### Cell outlines without signal wires

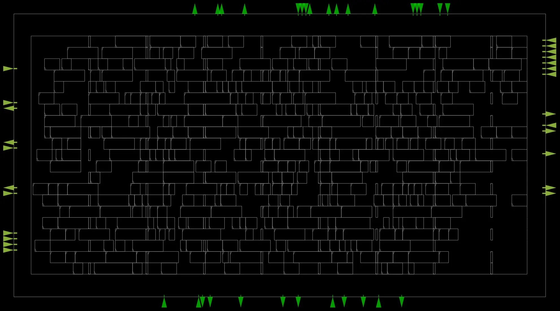
### M2 wires

Drawn at 4 px/um. Cells faint in the background.
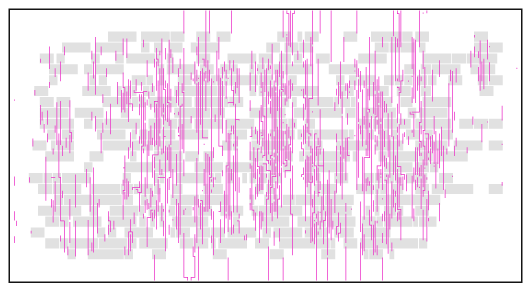
[config.mk]
export PLATFORM = sky130hd
export DESIGN_NAME = gpio_irq
export DESIGN_NICKNAME = d
export VERILOG_FILES = /design/src/rtl/gpio_irq.sv
export SDC_FILE = /design/constraint.sdc
export NUM_CORES = 1
export LEC_CHECK = 0
export CAP_MARGIN = 40
export CORE_ASPECT_RATIO = 0.5
export CORE_MARGIN = 4
export CORE_UTILIZATION = 45
export DETAILED_ROUTE_END_ITERATION = 10
export HOLD_SLACK_MARGIN = 0.05
export PLACE_DENSITY = 0.69
export SETUP_SLACK_MARGIN = 0.02
export SYNTH_ARGS = -nofsm -noshare
export SYNTH_HDL_FRONTEND = slang
export SYNTH_SLANG_ARGS = --single-unit
[constraint.sdc]
create_clock -name clk -period 2.4 [get_ports clk]
set_clock_uncertainty 0.05 [all_clocks]
set_input_delay 0.48 -clock clk [delete_from_list [all_inputs] [get_ports clk]]
set_output_delay 0.48 -clock clk [all_outputs]
set_load 0.05 [all_outputs]
[src/rtl/gpio_irq.sv]
// gpio_irq -- memory-mapped GPIO port with input synchroniser, per-pin edge
// detection and a sticky interrupt flag register.
//
// Register map (offset from GPIO_ADDRESS):
//   +0 DIR       R/W  1 = pin driven from port
//   +1 PORT      R/W  output data
//   +2 PINS      RO   synchronised pad inputs (sync2)
//   +3 IRQ_EN    R/W  per-pin interrupt enable
//   +4 EDGE_SEL  R/W  1 = rising edge, 0 = falling edge
//   +5 FLAGS     R/W1C sticky edge flags
//   +6 PORT_TGL  WO   port <= port ^ din; reads return 0
//
// Ports:
//   clk      system clock, all logic on posedge
//   rst      synchronous active-high reset
//   din      write data
//   address  register address
//   w_en     write strobe
//   r_en     read strobe
//   dout     registered read data, valid one cycle after r_en
//   dir      pin direction
//   port     output data value
//   pins     asynchronous pad inputs
//   irq      OR of all flag bits
//
// Bus handshake: there is no stall. A strobe (w_en or r_en) sampled high at a
// rising edge with a decoded address completes at that edge; writes update
// state at that edge and read data appears on dout right after it. Bus bits
// above WIDTH read as 0 and are ignored on writes.
module gpio_irq #(
  parameter logic [7:0] GPIO_ADDRESS = 8'h00,
  parameter int         WIDTH        = 8
) (
  input  logic             clk,
  input  logic             rst,
  input  logic [7:0]       din,
  input  logic [7:0]       address,
  input  logic             w_en,
  input  logic             r_en,
  output logic [7:0]       dout,
  output logic [WIDTH-1:0] dir,
  output logic [WIDTH-1:0] port,
  input  logic [WIDTH-1:0] pins,
  output logic             irq
);

  localparam logic [2:0] OFF_DIR      = 3'd0;
  localparam logic [2:0] OFF_PORT     = 3'd1;
  localparam logic [2:0] OFF_PINS     = 3'd2;
  localparam logic [2:0] OFF_IRQ_EN   = 3'd3;
  localparam logic [2:0] OFF_EDGE_SEL = 3'd4;
  localparam logic [2:0] OFF_FLAGS    = 3'd5;
  localparam logic [2:0] OFF_PORT_TGL = 3'd6;

  logic [WIDTH-1:0] dir_q, dir_d;
  logic [WIDTH-1:0] port_q, port_d;
  logic [WIDTH-1:0] irq_en_q, irq_en_d;
  logic [WIDTH-1:0] edge_sel_q, edge_sel_d;
  logic [WIDTH-1:0] flags_q, flags_d;
  logic [WIDTH-1:0] sync1_q, sync2_q, prev_q;
  logic [1:0]       settle_q, settle_d;
  logic [7:0]       dout_q, dout_d;

  // Offset wraps modulo 256, so a base near the top of the map still decodes.
  logic [7:0]       offset;
  logic [2:0]       reg_sel;
  logic             decoded;
  logic [WIDTH-1:0] wdata;
  logic [7:0]       rd_data;
  logic [WIDTH-1:0] rise, fall, hit, w1c_mask;
  logic             settled;

  assign offset  = address - GPIO_ADDRESS;
  assign decoded = (offset < 8'd7);
  assign reg_sel = offset[2:0];
  assign wdata   = din[WIDTH-1:0];

  // Edge detection against the previous synchronised sample. Hits are held
  // off until the pipeline has refilled after reset, so pads already high
  // at reset release do not look like rising edges.
  assign settled = (settle_q == 2'd3);
  assign rise    = sync2_q & ~prev_q;
  assign fall    = ~sync2_q & prev_q;
  assign hit     = settled ? (irq_en_q & ((edge_sel_q & rise) | (~edge_sel_q & fall)))
                           : '0;

  // Read mux works off current register values, so a simultaneous write
  // to the same register returns the old contents.
  always_comb begin
    rd_data = '0;
    case (reg_sel)
      OFF_DIR:      rd_data[WIDTH-1:0] = dir_q;
      OFF_PORT:     rd_data[WIDTH-1:0] = port_q;
      OFF_PINS:     rd_data[WIDTH-1:0] = sync2_q;
      OFF_IRQ_EN:   rd_data[WIDTH-1:0] = irq_en_q;
      OFF_EDGE_SEL: rd_data[WIDTH-1:0] = edge_sel_q;
      OFF_FLAGS:    rd_data[WIDTH-1:0] = flags_q;
      default:      rd_data = '0;
    endcase
  end

  always_comb begin
    dir_d      = dir_q;
    port_d     = port_q;
    irq_en_d   = irq_en_q;
    edge_sel_d = edge_sel_q;
    w1c_mask   = '0;
    dout_d     = dout_q;
    settle_d   = settled ? settle_q : settle_q + 2'd1;

    if (w_en && decoded) begin
      case (reg_sel)
        OFF_DIR:      dir_d      = wdata;
        OFF_PORT:     port_d     = wdata;
        OFF_IRQ_EN:   irq_en_d   = wdata;
        OFF_EDGE_SEL: edge_sel_d = wdata;
        OFF_FLAGS:    w1c_mask   = wdata;
        OFF_PORT_TGL: port_d     = port_q ^ wdata;
        default:      ;
      endcase
    end

    if (r_en && decoded) dout_d = rd_data;

    // New hits are ORed in after the clear, so a set beats a W1C.
    flags_d = (flags_q & ~w1c_mask) | hit;
  end

  always_ff @(posedge clk) begin
    if (rst) begin
      dir_q      <= '0;
      port_q     <= '0;
      irq_en_q   <= '0;
      edge_sel_q <= '0;
      flags_q    <= '0;
      sync1_q    <= '0;
      sync2_q    <= '0;
      prev_q     <= '0;
      settle_q   <= '0;
      dout_q     <= '0;
    end else begin
      dir_q      <= dir_d;
      port_q     <= port_d;
      irq_en_q   <= irq_en_d;
      edge_sel_q <= edge_sel_d;
      flags_q    <= flags_d;
      sync1_q    <= pins;
      sync2_q    <= sync1_q;
      prev_q     <= sync2_q;
      settle_q   <= settle_d;
      dout_q     <= dout_d;
    end
  end

  assign dout = dout_q;
  assign dir  = dir_q;
  assign port = port_q;
  assign irq  = |flags_q;

endmodule

==> deck_impl_summary.md <==
Physical Implementation Snapshot

Outcome
  – Status: complete, no violations

Clock network
  – H-Tree Depth: 3
  – Post-CTS Setup Inserts: 0
  – Clock tree buffer depth: 2
  – CTS Root Cell: clkbuf_16
  – Clock sink count: 74

Placed design
  – Routability-driven placement congestion ratio: 0.8250
  – Worst Setup Slack post-DPL: -0.04382 ns

Synthesis
  – Yosys reg bits: 74
  – Post-Syn Instances: 351
  – Cell area leaders: dfxtp_1, mux2i_1, nor2b_1, nand2_1, a21oi_1
  – Synth Net Count: 380
  – Synth warn: 0
  – Synthesized cell area: 3226 um2

Timing
  – Min Tclk post-route: 2.126 ns
  – Sum Neg Setup Slack: 0 ns
  – Worst-Margin Slew: 0.6879 ns
  – Min Hold Slack: 0.3867 ns
  – Final Hold Violation Tally: 0
  – Final period utilization: 88.57%
  – RSZ-0062 raised after global routing: false

Critical path
  – Worst r2r dst: settle_q[1]
  – Flop-to-flop setup slack: 1.05 ns

GRT
  – First-pass GRT wire length: 14020 um
  – Busiest grt layer: met2
  – Met1 Usage GRT: 28.48%
  – Total congestion overflow: 0
  – GR Util All Layers: 21.20%

Layout
  – Fillers: 567
  – Final std cells w/o fill: 506

Die
  – # IOs: 53
  – Fp util: 47.40%

Pwr
  – Flop pwr share: 44.8%
  – Clock share of power: 47.7%
  – Combinational cell fraction of total power: 7.5%
  – Clk power: 1.35 mW
  – Power Combinational: 0.214 mW

Routing
  – Vias per inst: 5.715

Worst hold path
  – Hold Startpoint: sync1_q[7]
-- 'Cell outlines without signal wires' (at the start) --
core area: 6805 um2
FP Rows: 21

-- 'M2 wires' (at the start) --
nets with wire on the layer: 365
main direction: vertical
longest straight run: 32.1 um
wirelength, routed: 8612 um
met2 usage: 32.81%
total number of vias: 2892

[kinds of logic after synthesis]
family / Yosys count / share of synthesized area [%]
mux: 33 / 10.67
xor+xnor: 1 / 0.2716
flops: 74 / 45.93
fa+ha+maj: 1 / 0.3878
compound gates: 80 / 16.68
simple gates: 133 / 22.26
buf+inv: 29 / 3.801
[worst max-delay path, stage by stage (launching register included)]
cell and delay (ns):
dfxtp_1 0.34, nor4_1 0.39, nand2_1 0.09, dlygate4sd2_1 0.43
[cell type report]
type,count,area [um2],area share [%]
Multi-Input combinational cell,248,1622,38.55
Timing Repair Buffer,67,651.9,15.50
Tap cell,92,115.1,2.736
Clock inverter,7,77.57,1.844
Clock buffer,9,225.2,5.354
Inverter,9,33.78,0.8031
Sequential cell,74,1481,35.22
Power figures rest on the tool's default switching activity, not on a simulated workload.
